## config.mk

```make
export PLATFORM = sky130hd
export DESIGN_NAME = traffic_interval_timer
export DESIGN_NICKNAME = d
export VERILOG_FILES = /design/src/rtl/traffic_interval_timer.sv
export SDC_FILE = /design/constraint.sdc
export NUM_CORES = 1
export LEC_CHECK = 0
export ABC_CLOCK_PERIOD_IN_PS = 2300
export CELL_PAD_IN_SITES_DETAIL_PLACEMENT = 0
export CELL_PAD_IN_SITES_GLOBAL_PLACEMENT = 1
export CORE_MARGIN = 2
export CORE_UTILIZATION = 36
export DETAILED_ROUTE_END_ITERATION = 6
export PLACE_DENSITY = 0.86
export SLEW_MARGIN = 25
export SYNTH_ARGS = -nofsm -noshare
export SYNTH_HDL_FRONTEND = slang
export SYNTH_SLANG_ARGS = --single-unit
export TNS_END_PERCENT = 5
```

## constraint.sdc

```tcl
create_clock -name Clk -period 2.3 [get_ports Clk]
set_input_delay 0.46 -clock Clk [delete_from_list [all_inputs] [get_ports Clk]]
set_output_delay 0.46 -clock Clk [all_outputs]
set_load 0.005 [all_outputs]
```

## src/rtl/traffic_interval_timer.sv

```systemverilog
// rtl/traffic_interval_timer.sv - interval timer and car-sensor conditioner for the traffic light FSM
//
// Purpose: turns the light FSM's ST pulse into sticky short (TS) and long (TL)
// interval-expired flags, and conditions the raw side-road sensor into C.
// Optional feature macro: CAR_DEBOUNCE_EN (adds a DEB_CYCLES debounce stage on C).
//
// Ports:
//   Clk      in   system clock, rising edge
//   reset_n  in   asynchronous active-low reset
//   ST       in   start/restart timer request
//   tick_en  in   prescaler tick; the interval counter only advances when high
//   C_raw    in   raw asynchronous car sensor
//   TS       out  short interval expired (sticky until ST/reset)
//   TL       out  long interval expired (sticky until ST/reset)
//   C        out  synchronized (optionally debounced) car present
//   busy     out  timer running
//   count    out  current interval count
module traffic_interval_timer #(
  parameter int SHORT_CYCLES = 4,
  parameter int LONG_CYCLES  = 16,
  parameter int CNT_W        = 8,
  parameter int DEB_CYCLES   = 3
) (
  input  logic             Clk,
  input  logic             reset_n,
  input  logic             ST,
  input  logic             tick_en,
  input  logic             C_raw,
  output logic             TS,
  output logic             TL,
  output logic             C,
  output logic             busy,
  output logic [CNT_W-1:0] count
);

  // Elaboration-time parameter sanity checks.
  if (SHORT_CYCLES < 1 || SHORT_CYCLES >= LONG_CYCLES || LONG_CYCLES > (2**CNT_W) - 1) begin : g_bad_interval
    $error("traffic_interval_timer: need 1 <= SHORT_CYCLES < LONG_CYCLES <= 2**CNT_W-1");
  end
  if (DEB_CYCLES < 1) begin : g_bad_deb
    $error("traffic_interval_timer: DEB_CYCLES must be >= 1");
  end

  localparam logic [CNT_W-1:0] SHORT_C = CNT_W'(SHORT_CYCLES);
  localparam logic [CNT_W-1:0] LONG_C  = CNT_W'(LONG_CYCLES);

  typedef enum logic [1:0] {
    S_IDLE = 2'd0,
    S_RUN  = 2'd1,
    S_DONE = 2'd2
  } state_e;

  state_e           state_q, state_d;
  logic [CNT_W-1:0] count_q, count_d;
  logic             ts_q, ts_d;
  logic             tl_q, tl_d;

  // ---------------------------------------------------------------------------
  // State register (interval counter and sticky flags travel with the state)
  // ---------------------------------------------------------------------------
  always_ff @(posedge Clk or negedge reset_n) begin
    if (!reset_n) begin
      state_q <= S_IDLE;
      count_q <= '0;
      ts_q    <= 1'b0;
      tl_q    <= 1'b0;
    end else begin
      state_q <= state_d;
      count_q <= count_d;
      ts_q    <= ts_d;
      tl_q    <= tl_d;
    end
  end

  // ---------------------------------------------------------------------------
  // Next-state logic
  // ---------------------------------------------------------------------------
  always_comb begin
    state_d = state_q;
    count_d = count_q;
    ts_d    = ts_q;
    tl_d    = tl_q;
    if (ST) begin
      // Restart wins over ticking and over an expiry landing on this edge.
      state_d = S_RUN;
      count_d = '0;
      ts_d    = 1'b0;
      tl_d    = 1'b0;
    end else begin
      unique case (state_q)
        S_RUN: begin
          if (tick_en) begin
            count_d = count_q + 1'b1;
            if (count_d == SHORT_C) ts_d = 1'b1;
            if (count_d == LONG_C) begin
              tl_d    = 1'b1;
              state_d = S_DONE;
            end
          end
        end
        S_DONE:  state_d = S_DONE;   // count saturates at LONG_CYCLES
        default: state_d = S_IDLE;
      endcase
    end
  end

  // ---------------------------------------------------------------------------
  // Outputs
  // ---------------------------------------------------------------------------
  always_comb begin
    busy  = (state_q == S_RUN);
    TS    = ts_q;
    TL    = tl_q;
    count = count_q;
  end

  // ---------------------------------------------------------------------------
  // Car sensor: two-flop synchronizer, always present
  // ---------------------------------------------------------------------------
  logic sync1_q, sync1_d;
  logic sync2_q, sync2_d;

  always_comb begin
    sync1_d = C_raw;
    sync2_d = sync1_q;
  end

  always_ff @(posedge Clk or negedge reset_n) begin
    if (!reset_n) begin
      sync1_q <= 1'b0;
      sync2_q <= 1'b0;
    end else begin
      sync1_q <= sync1_d;
      sync2_q <= sync2_d;
    end
  end

`ifdef CAR_DEBOUNCE_EN
  localparam int DEB_W = $clog2(DEB_CYCLES + 1);
  localparam logic [DEB_W-1:0] DEB_LAST = DEB_W'(DEB_CYCLES - 1);

  logic             c_q, c_d;
  logic [DEB_W-1:0] deb_cnt_q, deb_cnt_d;

  // Count consecutive edges where the synchronized input disagrees with C;
  // the DEB_CYCLES-th such edge flips C. Any agreeing edge clears the run.
  always_comb begin
    c_d       = c_q;
    deb_cnt_d = '0;
    if (sync2_q != c_q) begin
      if (deb_cnt_q == DEB_LAST) begin
        c_d = sync2_q;
      end else begin
        deb_cnt_d = deb_cnt_q + 1'b1;
      end
    end
  end

  always_ff @(posedge Clk or negedge reset_n) begin
    if (!reset_n) begin
      c_q       <= 1'b0;
      deb_cnt_q <= '0;
    end else begin
      c_q       <= c_d;
      deb_cnt_q <= deb_cnt_d;
    end
  end

  assign C = c_q;
`else
  assign C = sync2_q;
`endif

endmodule

```

==> out/qor.log, run 1 <==
qor: run_status.status finished, final reports clean
qor: yosys.synth.distinct_cells 27
qor: setup_path.crit_path_class reg -> reg
qor: pwr.power.net_switching 168.0 uW
qor: cells_and_area.mi_logic_area 336.6 um2
qor: yosys.synth-cells-yosys 71
qor: cells_and_area.area.sequential 350.3 um2
qor: yosys.synth-area-yosys 720.7 um2
qor: yosys.ys_warn_count 0
qor: detailed_routing.route.layer.met1.wl 656 um
qor: detailed_routing.avgViaCountPerCell 4.835
qor: clocking.clock_sinks 14
qor: timing.grt_setup_unrepaired false
qor: yosys.netlist.top_cell.by_instances sky130_fd_sc_hd__dfrtp_1
qor: timing.finalMaxSlewViolations 0
qor: detailed_routing.final_antenna_net_count 0
qor: detailed_routing.first_pass_iters 4
qor: yosys.mux_share 0.02083
qor: detailed_routing.wl_per_cell 12.10 um
qor: yosys.synthTopLogicFamily simple AND/OR/NAND/NOR gates
qor: timing.min_period 1.875 ns
qor: clocking.clock.latency.late_pin 0.27 ns
qor: yosys.synth_top_area_cells sky130_fd_sc_hd__dfrtp_1 49%, sky130_fd_sc_hd__xor2_1 7.3%, sky130_fd_sc_hd__nor2_1 6.3%
qor: yosys.yosys.area_share.aoi 0.09375
qor: grt.grt_antenna_before_repair 0
qor: pwr.pg_seq 288 uW
qor: cells_and_area.highest_count_cells_in_the_layout_ignoring_fill_and_taps 16 x sky130_fd_sc_hd__clkdlybuf4s50_1, 14 x sky130_fd_sc_hd__dfrtp_1, 12 x sky130_fd_sc_hd__nor2_1
qor: clocking.postCtsSetupBuffers 0
qor: clocking.hold_buffers 0
qor: detailed_routing.met3_wirelength 58 um
qor: yosys.netlist.top_cell.by_area sky130_fd_sc_hd__dfrtp_1
qor: timing.timing.final.setup_violations 0
qor: worst_hold_path.worstHoldPathType reg -> reg
qor: yosys.synth.net_count 78
qor: timing.max-slew-margin-rel 0.5944
qor: yosys.yosys_adder_share 0.03472
qor: yosys.synthDominantCellAreaShare 0.4861
qor: pwr.share_comb_of_total_power 0.288
qor: placement.place_hpwl 1.041 mm
qor: pwr.power_share_of_the_sequential_group 0.489
qor: cells_and_area.final_net_count 97
qor: grt.grt_overflow_total 0
qor: clocking.clock_tree_from_tritoncts done
qor: setup_path.timing.critical_path.from_type flop
qor: clocking.ctsHtreeMaxLevel 1
qor: yosys.synth.cellmix.simpleShare 0.2083
qor: setup_path.timing.critical_path.arrival 2.04 ns
qor: timing.fin_hold_ws 0.3606 ns
qor: floorplan.design.die.area 2376 um2
qor: clocking.cts_root_buf sky130_fd_sc_hd__clkbuf_4
qor: cells_and_area.combAreaFraction 0.3650
qor: cells_and_area.number_of_filler_cells_placed_in_the_layout 209
qor: floorplan.row_count 16
qor: timing.fmax 0.5332 GHz
qor: yosys.top_cells_by_count 14 x sky130_fd_sc_hd__dfrtp_1, 12 x sky130_fd_sc_hd__nor2_1, 6 x sky130_fd_sc_hd__xor2_1, 4 x sky130_fd_sc_hd__nand2_1
qor: grt.met3_usage 0.02778
qor: cells_and_area.num-nonclk-buffers 17
qor: cells_and_area.area_share_clock_buf_inv 0.02442
qor: clocking.cts-buffers-inserted 3
qor: yosys.synth-seq-cells 14
qor: cells_and_area.drive_above_1_share 0.1136
qor: detailed_routing.drt_iter0_drc 11
qor: cells_and_area.num-multi-input-gates 51
qor: setup_path.cp-end-kind flop
qor: yosys.synthFlopType sky130_fd_sc_hd__dfrtp_1
qor: clocking.clockBufferDepth 2
qor: timing.worstMarginPinSlew 0.6065 ns
qor: pwr.cell_internal_pwr 420.7 uW
qor: setup_path.cp.required 2.46 ns
qor: detailed_routing.met2WireLength 677 um
qor: grt.wire_length_of_the_first_global_routing_pass 2.415 mm
qor: grt.grt_util_all_layers 0.1301
-- run 1: path summary, 6_finish.rpt --
path | start | endpoint | slack [ns] | cells past startpoint
min | sync1_q$_DFF_PN0_ | C$_DFF_PN0_ | 0.36 | 0
min reg2reg | sync1_q$_DFF_PN0_ | C$_DFF_PN0_ | 0.36 | 0
max in group asynchronous | reset_n | count[4]$_DFFE_PN0P_ | 1.34 | 1
max reg2reg | count[0]$_DFFE_PN0P_ | state_q[1]$_DFFE_PN0P_ | 0.42 | 6
min in group asynchronous | reset_n | TS$_DFFE_PN0P_ | 0.57 | 1
max | count[0]$_DFFE_PN0P_ | state_q[1]$_DFFE_PN0P_ | 0.42 | 6
-- run 1: critical path, stage by stage (launching register included) --
cell	delay, ns
sky130_fd_sc_hd__dfrtp_1	0.43
sky130_fd_sc_hd__ha_1	0.23
sky130_fd_sc_hd__and2_1	0.17
sky130_fd_sc_hd__a211oi_1	0.24
sky130_fd_sc_hd__a31o_1	0.18
sky130_fd_sc_hd__a31o_1	0.20
sky130_fd_sc_hd__mux2_4	0.30
-- run 1: registers in the layout, indices dropped and copies added, names as in the netlist --
| register | count |
|---|---|
| count | 8 |
| C | 1 |
| TL | 1 |
| state_q | 2 |
| sync1_q | 1 |
| TS | 1 |
-- run 1: metrics by stage --
step | cells | total power [mW] | util | cell area [um2] | setup WS [ns]
2_1_floorplan | 71 | 0.3800 | - | 720.7 | 0.5337
3_3_place_gp | 112 | 0.4549 | 0.4681 | 899.6 | 0.4518
3_5_place_dp | 112 | 0.4615 | 0.4681 | 899.6 | 0.4236
4_1_cts | 115 | 0.5951 | 0.4798 | 922.1 | 0.4186
5_1_grt | 115 | 0.6305 | 0.4798 | 922.1 | 0.2986
6_report | 115 | 0.5887 | 0.4798 | 922.1 | 0.4246
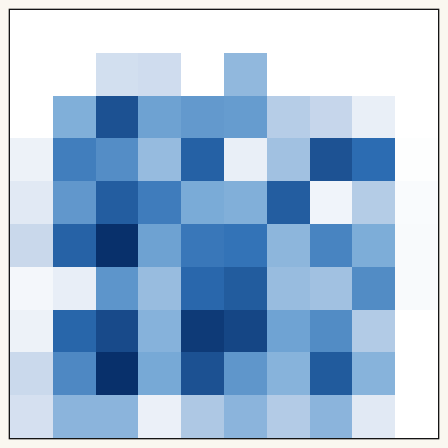
Run 1: cell density map
10 x 10 tiles, from white (low) to dark blue (high), 0 to 100% covered.
emptiest ninth of the die: top right
mean over tiles: 37%
nearly empty tiles: 23%
Placeable Area: 1922 um2
post-layout util: 0.4798
Pre-Place Util: 0.3750

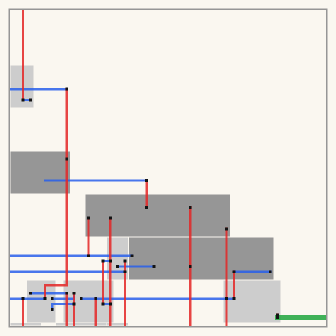
Run 1: layout detail
Region (27, 27) to (47, 47) um. Cells in gray, sequential cells in the stronger gray; small squares are vias.
| layer | color |
|---|---|
| met3 | green |
| met1 | blue |
| met2 | red |
most frequent: dfrtp_1 (2)
sequential cells in the window: 2
cells with their middle in the window: 6
netlist names of flops here include: `count` (2)

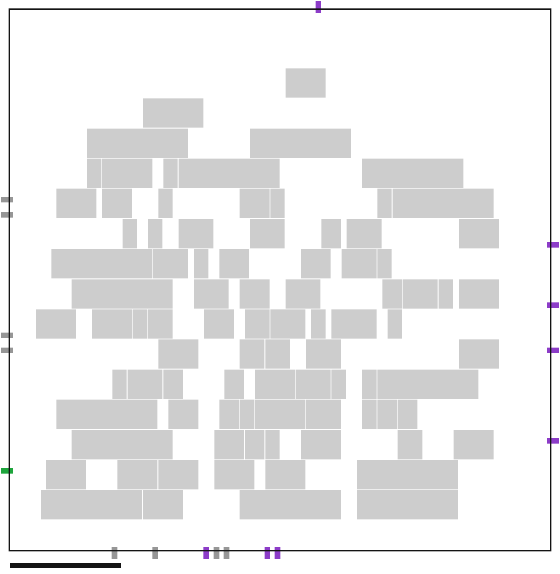
Run 1: pin map
Bar = 10 um. Pins as bars across the die edge, other pins in gray.
| port | color | pins | direction | edge |
|---|---|---|---|---|
| `C_raw` | green | 1 | input | left |
| `count` | purple | 8 | output | 4 right, 3 bottom, 1 top |
all pins by edge: 7 bottom, 5 left, 4 right, 1 top
die boundary width: 48.74 um
vertical die dimension: 48.74 um
number of buffers added on ports: 16

Run 1, cell outlines without signal wires:
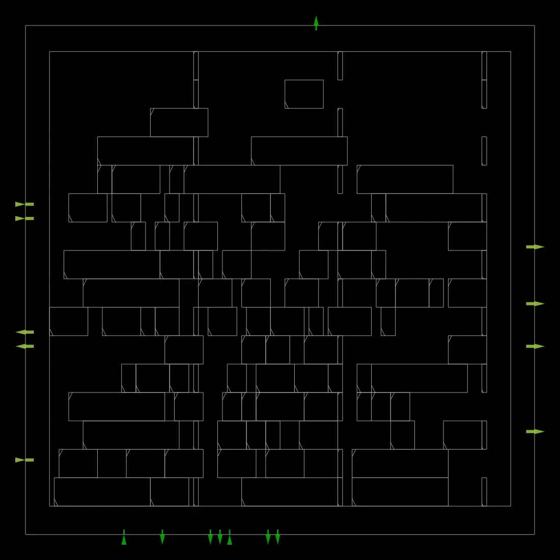

--- run 2 (diff from run 1) ---
--- a/config.mk
+++ b/config.mk
@@ -5,7 +5,7 @@
 export SDC_FILE = /design/constraint.sdc
 export NUM_CORES = 1
 export LEC_CHECK = 0
-export ABC_CLOCK_PERIOD_IN_PS = 2300
+export ABC_CLOCK_PERIOD_IN_PS = 1900
 export CELL_PAD_IN_SITES_DETAIL_PLACEMENT = 0
 export CELL_PAD_IN_SITES_GLOBAL_PLACEMENT = 1
 export CORE_MARGIN = 2
==> constraint.sdc (replaced) <==
create_clock -name Clk -period 1.9 [get_ports Clk]
set_input_delay 0.38 -clock Clk [delete_from_list [all_inputs] [get_ports Clk]]
set_output_delay 0.38 -clock Clk [all_outputs]
set_load 0.005 [all_outputs]
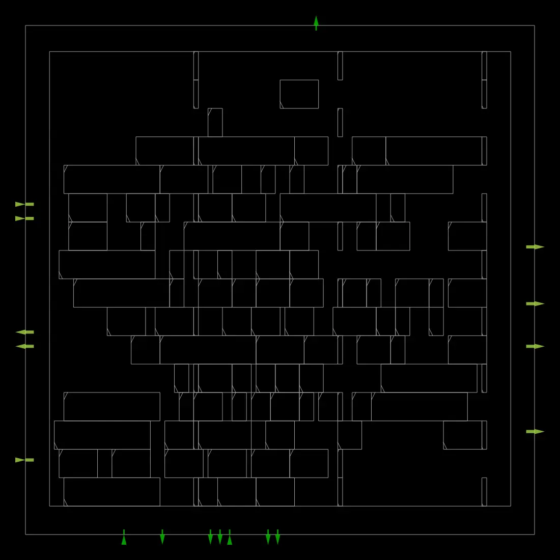
Run 2: cell outlines without signal wires
number of filler cells placed in the layout: 194
tap cell count: 27
post-layout util: 0.5026

==> out/qor.log, run 2 <==
qor: grt.grt_antenna_before_repair 0
qor: setup_path.cp.required 1.52 ns
qor: clocking.clockBufferDepth 2
qor: setup_path.crit_path_class reg -> out
qor: grt.grt_overflow_total 0
qor: setup_path.cp-end-kind output pin
qor: yosys.synth.distinct_cells 27
qor: pwr.power_clock 215 uW
qor: yosys.synthTopLogicFamily simple AND/OR/NAND/NOR gates
qor: yosys.synth-seq-cells 14
qor: yosys.synthDominantCellAreaShare 0.4861
qor: cells_and_area.layoutNonFillerInstCount 120
qor: clocking.cts-buffers-inserted 3
qor: pwr.power-per-cell-area 827.1 nW/um2
qor: yosys.syn_inst 71
qor: clocking.clock_sinks 14
qor: floorplan.fp_util 0.3750
qor: detailed_routing.vias 577
qor: timing.worstMarginPinSlew 0.6156 ns
qor: placement.place_ws 0.09077 ns
qor: yosys.syn_area 720.7 um2
qor: pwr.power.largest_group sequential cells
qor: yosys.netlist.top_cell.by_area sky130_fd_sc_hd__dfrtp_1
qor: cells_and_area.largest_register_ff_count 8
qor: floorplan.design.die.area 2376 um2
qor: timing.timing.final.setup_violations 0
qor: setup_path.path_cells inv_1 > ha_1 > clkdlybuf4s50_1
qor: setup_path.timing.critical_path.from_type flop
qor: setup_path.timing.reg2reg.worst_path_depth 6
qor: yosys.synth_seq_share 0.4861
qor: timing.max-slew-margin-rel 0.5883
qor: cells_and_area.lay_top_count sky130_fd_sc_hd__clkdlybuf4s50_1
qor: setup_path.cp_top_family buffers and inverters
qor: placement.place_hpwl 1.072 mm
qor: yosys.synth-edff-count 0
qor: timing.finalClockPeriodUsage 0.9573
qor: timing.timing.final.ws_setup 0.08114 ns
qor: grt.grt_max_degree 15
qor: placement.place.gp.congestion 0.7519
qor: clocking.ctsHtreeMaxLevel 1
qor: pwr.power_share_of_the_sequential_group 0.424
qor: timing.grt_setup_unrepaired false
qor: yosys.synthXorXnorAreaFrac 0.1094
qor: grt.grt_util_all_layers 0.1429
qor: cells_and_area.final_net_count 101
qor: floorplan.row_count 16
qor: detailed_routing.remaining_drc_errors 0
qor: worst_hold_path.worst_hold_depth 0
qor: grt.wire_length_of_the_first_global_routing_pass 2.566 mm
qor: timing.finalMaxSlewViolations 0
qor: yosys.yosys.area_share.aoi 0.09375
qor: pwr.power 798.9 uW
qor: pwr.combinational_power 246 uW
qor: pwr.ir_drop 0.0007696 V
qor: yosys.avgSynthCellArea 10.15 um2
qor: cells_and_area.num_antenna_cells 0
qor: clocking.cts_root_buf sky130_fd_sc_hd__clkbuf_4
qor: job.drv.max_cap_violation_count 0
qor: detailed_routing.wl_per_cell 12.92 um
qor: floorplan.chipWidth 48.74 um
qor: yosys.yosys_adder_share 0.03472
qor: yosys.synth.cellmix.simpleShare 0.2083
qor: cells_and_area.layout-area-overhead-vs-synth 34.03%
qor: placement.dp_cells 115
qor: yosys.ys_warn_count 0
qor: timing.max_clock_skew 0.001416 ns
qor: yosys.synth.net_count 78
qor: floorplan.design.core.area 1922 um2
qor: pwr.clock_group_share_of_total_power 0.269
qor: timing.fin_hold_ws 0.3658 ns
qor: detailed_routing.final_antenna_net_count 0
qor: detailed_routing.drt_iter0_drc 7
qor: timing.min_period 1.819 ns
qor: pwr.share_comb_of_total_power 0.308
qor: grt.number_of_global_route_vias_before_repair 560
qor: cells_and_area.post_route_cell_area 965.9 um2
qor: yosys.top_cells_by_count 14 x sky130_fd_sc_hd__dfrtp_1, 12 x sky130_fd_sc_hd__nor2_1, 6 x sky130_fd_sc_hd__xor2_1, 4 x sky130_fd_sc_hd__nand2_1
qor: clocking.cts_resized 0
qor: yosys.synthFlopType sky130_fd_sc_hd__dfrtp_1
qor: yosys.synth-cells-yosys 71
qor: detailed_routing.detail_route.wirelength 1.550 mm
qor: pwr.power.share.switching 0.2872
qor: cells_and_area.highest_count_cells_in_the_layout_ignoring_fill_and_taps 16 x sky130_fd_sc_hd__clkdlybuf4s50_1, 14 x sky130_fd_sc_hd__dfrtp_1, 12 x sky130_fd_sc_hd__nor2_1
qor: detailed_routing.avgViaCountPerCell 4.808
qor: placement.placed_cell_area 922.1 um2
qor: job.log.warning_count 26
qor: setup_path.critical_path_buf_inv_count 2
qor: yosys.async_reset_ff_frac 1.000
qor: pwr.pg_seq 339 uW
qor: setup_path.slowest_delay 0.53 ns
qor: clocking.clock_tree_from_tritoncts done
qor: pwr.leakage_power 0.4328 nW
qor: timing.finalHoldViolations 0
qor: pwr.cell_internal_pwr 569.5 uW
qor: timing.setup-tns-final 0 ns
qor: setup_path.timing.critical_path.arrival 1.44 ns
qor: yosys.synth_top_area_cells sky130_fd_sc_hd__dfrtp_1 49%, sky130_fd_sc_hd__xor2_1 7.3%, sky130_fd_sc_hd__nor2_1 6.3%
qor: setup_path.timing.critical_path.depth 3
qor: detailed_routing.first_pass_iters 4
qor: placement.placement.io_buffers 16
qor: setup_path.path_max_fanout 2
qor: clocking.clkSlewWorstSetupHoldPaths 0.08 ns
qor: floorplan.io-pin-count 17
qor: yosys.netlist.top_cell.by_instances sky130_fd_sc_hd__dfrtp_1
qor: worst_hold_path.worstHoldPathType reg -> reg
qor: pwr.power.net_switching 229.5 uW
qor: timing.fmax 0.5498 GHz
qor: setup_path.timing.critical_path.slowest_stage_cell sky130_fd_sc_hd__clkdlybuf4s50_1
qor: cells_and_area.drive_above_1_share 0.1613
qor: yosys.synth-area-yosys 720.7 um2
qor: clocking.clock.latency.late_pin 0.28 ns
qor: run_status.status finished, final reports clean
qor: floorplan.fp.dieH 48.74 um
qor: yosys.mux_share 0.02083
==> run 2: cell counts after synthesis <==
No cell type changed its count.
==> run 2: routing by layer <==
| metal | track usage | wire, um | part of all wire | vias up |
|---|---|---|---|---|
| met2 | 0.2352 | 749 | 0.48 | 12 |
| met1 | 0.1822 | 720 | 0.46 | 275 |
| met4 | 0.07143 | 31 | 0.020 | 0 |
| met3 | 0.02160 | 48 | 0.031 | 5 |
| met5 | 0 | 0 | 0 | - |
| li1 | - | - | - | 285 |
==> run 2: final cells by class <==
| class | instances | area [um2] | share of cell area |
|---|---|---|---|
| Clock buffer | 4 | 36.28 | 0.03756 |
| Timing Repair Buffer | 21 | 197.7 | 0.2047 |
| Sequential cell | 14 | 350.3 | 0.3627 |
| Tap cell | 27 | 33.78 | 0.03497 |
| Multi-Input combinational cell | 51 | 336.6 | 0.3484 |
| Inverter | 3 | 11.26 | 0.01166 |
==> run 2: path summary, 6_finish.rpt <==
kind	start	endpoint	slack (ns)
max in group asynchronous	reset_n	count[7]$_DFFE_PN0P_	1.03
max reg2reg	count[0]$_DFFE_PN0P_	state_q[1]$_DFFE_PN0P_	0.12
min	sync1_q$_DFF_PN0_	C$_DFF_PN0_	0.37
max	state_q[1]$_DFFE_PN0P_	busy	0.08
min reg2reg	sync1_q$_DFF_PN0_	C$_DFF_PN0_	0.37
min in group asynchronous	reset_n	C$_DFF_PN0_	0.48
==> run 2: repair_timing <==
action	4_1_cts	5_1_grt
buffers inserted	0	1
hold buffers	0	0
endpoints found under the setup margin	0	1
No activity file was given, so power comes from the tool's default toggle rates.
